run_1/layers.png
Drawn at 4 px/µm.
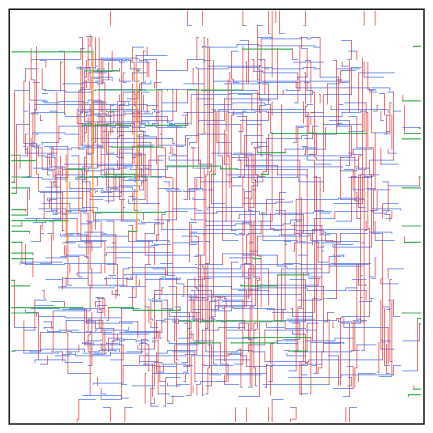
run_1/m2.png
Drawn at 3 px/µm.
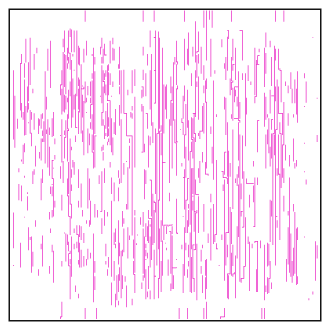
run_1/m3.png
Drawn at 3 px/µm.
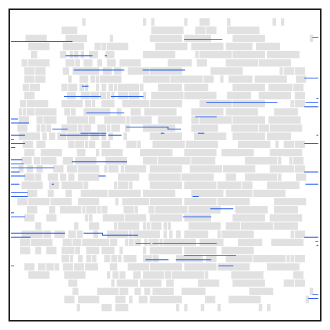
### config.mk
export PLATFORM = sky130hd
export DESIGN_NAME = ps2_key_event_ctrl
export DESIGN_NICKNAME = d
export VERILOG_FILES = /design/src/rtl/ps2_key_event_ctrl_pkg.sv /design/src/rtl/ps2_key_event_ctrl_fifo.sv /design/src/rtl/ps2_key_event_ctrl.sv
export SDC_FILE = /design/constraint.sdc
export NUM_CORES = 1
export LEC_CHECK = 0
export CAP_MARGIN = 10
export CORE_MARGIN = 2
export CORE_UTILIZATION = 55
export DETAILED_ROUTE_END_ITERATION = 10
export PLACE_DENSITY = 0.75
export SYNTH_ARGS = -nofsm -noshare
export SYNTH_HDL_FRONTEND = slang
export SYNTH_SLANG_ARGS = --single-unit
### constraint.sdc
create_clock -name clk -period 5.29 [get_ports clk]
set_input_delay 1.058 -clock clk [delete_from_list [all_inputs] [get_ports clk]]
set_output_delay 1.058 -clock clk [all_outputs]
set_load 0.005 [all_outputs]
### src/rtl/ps2_key_event_ctrl_pkg.sv
// Shared constants and types for the PS/2 key event controller.
package ps2_pkg;

  localparam logic [7:0] PS2_PFX_EXT = 8'hE0;
  localparam logic [7:0] PS2_PFX_BRK = 8'hF0;

  typedef enum logic [1:0] {
    IDLE,
    ACK,
    GAP
  } ps2_ctl_state_t;

  // One folded key event as seen by software.
  typedef struct packed {
    logic [7:0] rsvd;  // always zero
    logic [7:0] ext;   // E0 when the key is extended, else 00
    logic [7:0] brk;   // F0 when the key was released, else 00
    logic [7:0] code;  // scan code
  } key_evt_t;

endpackage

### src/rtl/ps2_key_event_ctrl_fifo.sv
// Synchronous show-ahead FIFO for key events. A write while full is accepted
// only when a read happens in the same cycle.
module key_evt_fifo #(
  parameter int WIDTH = 32,
  parameter int DEPTH = 8
) (
  input  logic                     clk,
  input  logic                     clrn,
  input  logic                     wr_en,
  input  logic [WIDTH-1:0]         wr_data,
  input  logic                     rd_en,
  output logic [WIDTH-1:0]         rd_data,
  output logic [$clog2(DEPTH):0]   count,
  output logic                     full,
  output logic                     empty
);

  localparam int AW = $clog2(DEPTH);

  logic [WIDTH-1:0] mem [DEPTH];
  logic [AW-1:0]    wr_ptr;
  logic [AW-1:0]    rd_ptr;
  logic             wr_ok;
  logic             rd_ok;

  assign empty   = (count == '0);
  assign full    = (count == (AW+1)'(DEPTH));
  assign wr_ok   = wr_en & (~full | rd_en);
  assign rd_ok   = rd_en & ~empty;
  assign rd_data = empty ? '0 : mem[rd_ptr];

  // Storage array; contents are don't-care until written.
  always_ff @(posedge clk) begin
    if (wr_ok) mem[wr_ptr] <= wr_data;
  end

  // Pointers wrap naturally because DEPTH is a power of two.
  always_ff @(posedge clk) begin
    if (!clrn) begin
      wr_ptr <= '0;
      rd_ptr <= '0;
      count  <= '0;
    end else begin
      if (wr_ok) wr_ptr <= wr_ptr + 1'b1;
      if (rd_ok) rd_ptr <= rd_ptr + 1'b1;
      case ({wr_ok, rd_ok})
        2'b10:   count <= count + 1'b1;
        2'b01:   count <= count - 1'b1;
        default: count <= count;
      endcase
    end
  end

endmodule

### src/rtl/ps2_key_event_ctrl.sv
// Byte handshake with ps2_keyboard, E0/F0 prefix folding, optional typematic
// repeat filtering and an event FIFO for software to pop.
module ps2_key_event_ctrl
  import ps2_pkg::*;
#(
  parameter int DEPTH         = 8,
  parameter bit FILTER_REPEAT = 1'b1
) (
  input  logic                   clk,
  input  logic                   clrn,
  input  logic                   en,
  input  logic                   ready,
  input  logic [7:0]             keydata,
  input  logic                   overflow,
  output logic                   nextdata_n,
  output logic                   ps2_rst,
  input  logic                   rd_en,
  output logic                   evt_valid,
  output logic [31:0]            evt_data,
  output logic [$clog2(DEPTH):0] evt_count,
  output logic                   lost,
  input  logic                   clr_lost
);

  ps2_ctl_state_t state, state_nxt;
  logic [7:0] byte_q;
  logic       ext_q, brk_q;
  logic [8:0] held_q;      // {ext, code} of the key currently held down
  logic       push_q;
  key_evt_t   evt_q;
  logic       ovf_q;
  logic       ovf_rise;
  logic       decode;
  logic       is_ext, is_brk, is_code, rep, emit;
  logic [8:0] cur;
  logic       fifo_full, fifo_empty;

  assign ovf_rise = overflow & ~ovf_q;
  // An overflow edge aborts the byte in flight, so no decode that cycle.
  assign decode   = (state == ACK) & ~ovf_rise;
  assign is_ext   = (byte_q == PS2_PFX_EXT);
  assign is_brk   = (byte_q == PS2_PFX_BRK);
  assign is_code  = ~is_ext & ~is_brk;
  assign cur      = {ext_q, byte_q};
  assign rep      = FILTER_REPEAT & ~brk_q & (cur == held_q);
  assign emit     = decode & en & is_code & ~rep;

  // FSM state register.
  always_ff @(posedge clk) begin
    if (!clrn) state <= IDLE;
    else       state <= state_nxt;
  end

  // Next state and ack strobe: one byte per IDLE->ACK->GAP round.
  always_comb begin
    state_nxt  = state;
    nextdata_n = 1'b1;
    if (ovf_rise) begin
      state_nxt = IDLE;
    end else begin
      case (state)
        IDLE:    if (ready) state_nxt = ACK;
        ACK: begin
          nextdata_n = 1'b0;
          state_nxt  = GAP;
        end
        GAP:     state_nxt = IDLE;
        default: state_nxt = IDLE;
      endcase
    end
  end

  // Byte capture, prefix/held tracking and the registered push toward the FIFO.
  always_ff @(posedge clk) begin
    if (!clrn) begin
      byte_q <= '0;
      ext_q  <= 1'b0;
      brk_q  <= 1'b0;
      held_q <= '0;
      push_q <= 1'b0;
      evt_q  <= '0;
    end else begin
      if (state == IDLE && ready && !ovf_rise) byte_q <= keydata;
      push_q <= emit;
      if (emit) evt_q <= '{rsvd: 8'h00,
                           ext:  ext_q ? PS2_PFX_EXT : 8'h00,
                           brk:  brk_q ? PS2_PFX_BRK : 8'h00,
                           code: byte_q};
      if (ovf_rise) begin
        ext_q <= 1'b0;
        brk_q <= 1'b0;
      end else if (decode) begin
        if (!en) begin
          ext_q <= 1'b0;
          brk_q <= 1'b0;
        end else if (is_ext) begin
          ext_q <= 1'b1;
        end else if (is_brk) begin
          brk_q <= 1'b1;
        end else begin
          ext_q <= 1'b0;
          brk_q <= 1'b0;
          if (FILTER_REPEAT) begin
            if (brk_q) begin
              if (cur == held_q) held_q <= '0;
            end else begin
              held_q <= cur;
            end
          end
        end
      end
    end
  end

  // Overflow edge detect, keyboard reset pulse and sticky lost flag.
  always_ff @(posedge clk) begin
    if (!clrn) begin
      ovf_q   <= 1'b0;
      ps2_rst <= 1'b0;
      lost    <= 1'b0;
    end else begin
      ovf_q   <= overflow;
      ps2_rst <= ovf_rise;
      if (push_q && fifo_full && !rd_en) lost <= 1'b1;
      else if (clr_lost)                 lost <= 1'b0;
    end
  end

  key_evt_fifo #(.WIDTH(32), .DEPTH(DEPTH)) u_fifo (
    .clk     (clk),
    .clrn    (clrn),
    .wr_en   (push_q),
    .wr_data (evt_q),
    .rd_en   (rd_en),
    .rd_data (evt_data),
    .count   (evt_count),
    .full    (fifo_full),
    .empty   (fifo_empty)
  );

  assign evt_valid = ~fifo_empty;

endmodule

==> ds_physical_params.txt, run 1 <==
Characteristics after synthesis and place and route

Parameter                              Value

Run status
  Run status .................. finished clean

Logic synthesis
  Area of the mapped netlist .................. 5420 µm²
  Number of synthesized register bits .................. 128
  Post-synthesis cell type count .................. 40
  Top_reg_cell synth .................. edfxtp_1

Timing
  Transition time of the tightest slew-check pin .................. 1.17 ns
  Max Transition Viols Final .................. 0
  Clock period minus worst slack .................. 3.74 ns
  Setup repair after global routing missed its margin .................. false
  Fmax .................. 267 MHz
  Post-route fraction of the period consumed by the critical path .................. 0.708

Layout
  Synth-to-layout area growth .................. 17.5%
  Net count, final .................. 443

Worst hold path
  Depth of the worst hold-timing path .................. 1

Setup path
  Critical setup path kind .................. reg2out
  Cells along the critical path .................. mux4_2, mux2i_1, nor2_1, clkdlybuf4s50_1
  Crit path max fanout .................. 20
  Endpoint type of the worst setup path .................. output port

Floorplan
  Width of the die .................. 103 µm
  Initial standard-cell utilization of the core .................. 0.560

GRT
  Total overflow reported by the global router .................. 0

Clock tree
  CTS Buffer Depth .................. 2
-- layers.png (at the start) --
color	layer	wire length
green	M3	443 µm
orange	M4	98.6 µm
blue	M1	4290 µm
red	M2	4960 µm
number of vias after detailed routing: 3063
GRT Total Usage: 0.202
sum of routed wire length over all layers: 9.79 mm
per-cell routed wire length: 17.2 µm

-- m2.png (at the start) --
main direction	vertical
share of all routed wire	51%
nets with wire on the layer	381

-- m3.png (at the start) --
main direction	horizontal
wire length on this layer	443 µm
Global Route met3 Usage: 0.0679

==> run 1: worst max-delay path by stage <==
stage	cells past startpoint	end	startpoint	slack [ns]
floorplan	10	u_fifo.count[2]	rd_en	2.46
global placement	5	nextdata_n	overflow	1.78
detailed placement	5	nextdata_n	overflow	1.74
CTS	4	evt_data[13]	flop	1.46
global route	4	evt_data[15]	flop	1.30
finish	4	evt_data[13]	flop	1.55
==> run 1: power breakdown <==
| group | switching (mW) | internal (mW) | total [mW] |
|---|---|---|---|
| combinational | 0.0424 | 0.0447 | 0.0871 |
| sequential | 0.0108 | 1.06 | 1.07 |
| clock | 0.404 | 0.771 | 1.18 |
| total | 0.457 | 1.87 | 2.33 |
==> run 1: metal layers <==
layer  GRT usage  up-vias  wire (µm)
met4      0.0719        0         98
met3      0.0679        7        443
li1            -     1474          -
met1       0.252     1489       4290
met5           0        -          0
met2       0.332       93       4960
==> run 1: cells in the mapped netlist (5+ instances only) <==
| cell type | number | share of area |
|---|---|---|
| and2_1 | 7 | 0.0081 |
| buf_4 | 23 | 0.032 |
| edfxtp_1 | 80 | 0.44 |
| nand2_1 | 36 | 0.025 |
| xnor2_1 | 11 | 0.018 |
| nand4_1 | 11 | 0.013 |
| ha_1 | 5 | 0.012 |
| inv_1 | 6 | 0.0042 |
| dfxtp_1 | 48 | 0.18 |
| mux2i_1 | 29 | 0.054 |
| o221ai_1 | 8 | 0.013 |
| clkbuf_1 | 12 | 0.0083 |
| nor2_1 | 18 | 0.012 |
| nand3_1 | 11 | 0.010 |
| nor2b_1 | 15 | 0.017 |
| mux4_2 | 20 | 0.083 |
==> run 1: cell type report <==
type	count	area, µm²	share of cell area
tap	133	166	0.0261
clock inverter	12	165	0.0259
timing repair buffer	39	380	0.0597
multi-input combinational	230	1830	0.288
sequential	128	3360	0.528
inverter	7	26.3	0.00412
clock buffer	20	435	0.0683
==> run 1: worst register-to-register path: stages (launching register included) <==
cell	delay (ns)
dfxtp_1	0.49
xnor2_1	0.16
nand3_1	0.11
nor4_2	0.89
a21oi_1	0.58
and2_1	0.33
==> run 1: metrics by stage <==
stage | std cells | utilization | hold WS [ns]
after CTS | 569 | 0.658 | 0.420
final | 569 | 0.658 | 0.416
after detailed placement | 537 | 0.596 | 0.411
after global placement | 537 | 0.596 | 0.416
after floorplan | 408 | - | 0.392
after global routing | 569 | 0.658 | 0.430
==> run 1: kinds of logic (layout without fill, tap and decap cells) <==
group                    count (synthesis)  after routing  share of synthesized area
flip-flops                             128            128                      0.620
AND/OR/NAND/NOR                        117            117                      0.114
buffers and inverters                   50             78                     0.0556
multiplexers                            49             49                      0.137
AND-OR/OR-AND                           27             27                     0.0367
XOR/XNOR                                15             15                     0.0242
adder cells (fa/ha/maj)                  5              5                     0.0115
other                                    1             17                   0.000692
==> run 1: sequential cells by signal, indices dropped and copies added (netlist names), named ones only <==
register       cells
brk_q              1
state              2
held_q             9
u_fifo.rd_ptr      3
ovf_q              1
lost               1
evt_q             10
push_q             1
u_fifo.wr_ptr      3
byte_q             8
ps2_rst            1
ext_q              1
u_fifo.count       4
u_fifo.mem        80
run_1/floorplan.png
Drawn at 4 px/µm. Pins as bars on the die edge. Tap cells in gray.
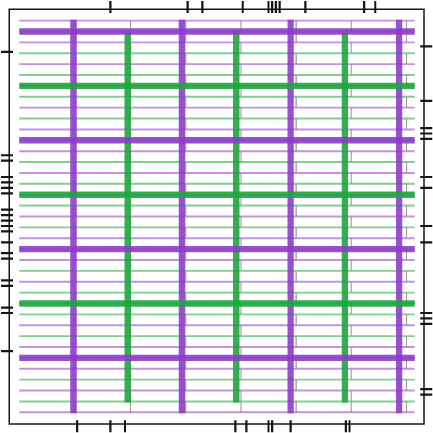

==> run 2, diff against run 1 <==
- CORE_UTILIZATION: 55 -> 51
- PLACE_DENSITY: 0.75 -> 0.73
- clock period: 5.29 -> 3.3 ns (I/O delays scaled with it)
run_2/floorplan.png
Drawn at 3 px/µm. Pins as bars on the die edge. Tap cells in gray.
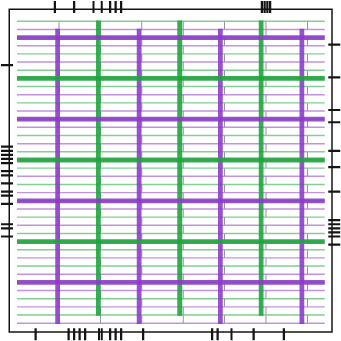
color	net
purple	VSS
green	VDD
met5 straps	7
met1 rails	38
tap cells	136

==> ds_physical_params.txt, run 2 <==
Characteristics after synthesis and place and route

Parameter                              Value

Logic synthesis
  Top cells by area .................. edfxtp_1 44%, dfxtp_1 18%, mux4_2 8.3%
  Top_reg_cell synth .................. edfxtp_1
  Dominant combinational cell family by area after synthesis .................. multiplexers
  Post-synthesis cell type count .................. 40 (unchanged)
  XORs/XNORs by Area .................. 0.0242 (unchanged)
  Synth mux share .................. 0.137 (unchanged)
  Most frequent cells after synthesis .................. 80 x edfxtp_1, 48 x dfxtp_1, 36 x nand2_1, 29 x mux2i_1, 23 x buf_4
  Area fraction in full adders, half adders and majority gates .................. 0.0115 (unchanged)
  Area share, top type .................. 0.443 (unchanged)
  Area leader, netlist .................. edfxtp_1
  Area of the mapped netlist .................. 5420 µm² (unchanged)
  Number of synthesized register bits .................. 128 (unchanged)
  Basic Gates by Area .................. 0.114 (unchanged)

Layout
  Net count, final .................. 458 (+3.4%)
  Final core occ .................. 0.628 (-0.0297)
  Largest registers in the final layout .................. u_fifo.mem (80), evt_q (10), held_q (9)
  Ratio of cells with drive above 1 in the final layout .................. 0.166
  Largest register FFs .................. 80 (unchanged)
  Synth-to-layout area growth .................. 19.6%

Floorplan
  Initial standard-cell utilization of the core .................. 0.525 (-0.0347)
  Die height .................. 107 µm

Timing
  Post-route fraction of the period consumed by the critical path .................. 0.951
  Fmax .................. 319 MHz
  Setup repair after global routing missed its margin .................. false
  Max Transition Viols Final .................. 0 (unchanged)

Detailed routing
  Post-detailed-route count of antenna-violating nets .................. 0
  Sum of routed wire length over all layers .................. 9.63 mm (-1.7%)
  Number of vias after detailed routing .................. 3123 (+2.0%)

Placement
  Placed wire-length estimate .................. 6.17 mm

Setup path
  Signal arrival time at the worst endpoint .................. 2.48 ns
  Cells along the critical path .................. buf_4, mux4_2, mux2i_1, nor2_1, clkdlybuf4s50_1
  Endpoint type of the worst setup path .................. output port
  Data required, critical path .................. 2.64 ns
  Crit path max fanout .................. 20 (unchanged)
  Critical setup path kind .................. reg2out

Run status
  Run status .................. finished clean

Clock tree
  CTS Buffer Depth .................. 2 (unchanged)
  Clock-pin slew of the registers on the worst-case setup and hold paths .................. 0.06 ns

GRT
  Total overflow reported by the global router .................. 0 (unchanged)
  GRT Total Usage .................. 0.185 (-0.0171)
[run 2: cell counts after synthesis]
Identical to the previous run, type by type.
[run 2: cells by family after synthesis]
logic type,count (synthesis)
flip-flops,128
AND/OR/NAND/NOR,117
buffers and inverters,50
multiplexers,49
AND-OR/OR-AND,27
XOR/XNOR,15
adder cells (fa/ha/maj),5
other,1
[run 2: where the power goes]
| part | switching, mW | internal (mW) |
|---|---|---|
| combinational | 0.0699 | 0.0775 |
| sequential | 0.0158 | 1.70 |
| clock | 0.661 | 1.23 |
| total | 0.747 | 3.00 |
[run 2: final cells by class]
class	count	area, µm²
Multi-Input combinational cell	230	1820
Clock inverter	14	190
Sequential cell	128	3360
Clock buffer	18	418
Inverter	7	26.3
Timing Repair Buffer	54	493
Fill cell	775	3840
Tap cell	136	170
[run 2: stage by stage]
step	hold slack, ns	cells	area (µm²)
floorplan	0.392	408	5480
global placement	0.412	555	5880
detailed placement	0.414	555	5880
CTS	0.422	587	6480
global route	0.438	587	6480
finish	0.416	587	6480
[run 2: final timing paths]
path,from,endpoint,slack (ns),cells after the start
setup / recovery,flop,evt_data[3],0.16,5
hold / removal,ovf_q,ps2_rst,0.42,1
setup reg to reg,u_fifo.count[0],u_fifo.count[2],0.93,10
hold reg to reg,ovf_q,ps2_rst,0.42,1
[run 2: per-layer routing]
layer / vias to the layer above / GRT usage / routed length (µm) / part of all wire
li1: 1503 / - / - / -
met3: 10 / 0.0401 / 225 / 0.023
met4: 0 / 0.0668 / 128 / 0.013
met2: 55 / 0.305 / 4910 / 0.51
met1: 1555 / 0.242 / 4360 / 0.45
met5: - / 0 / 0 / 0
Power and IR drop assume default switching activity.
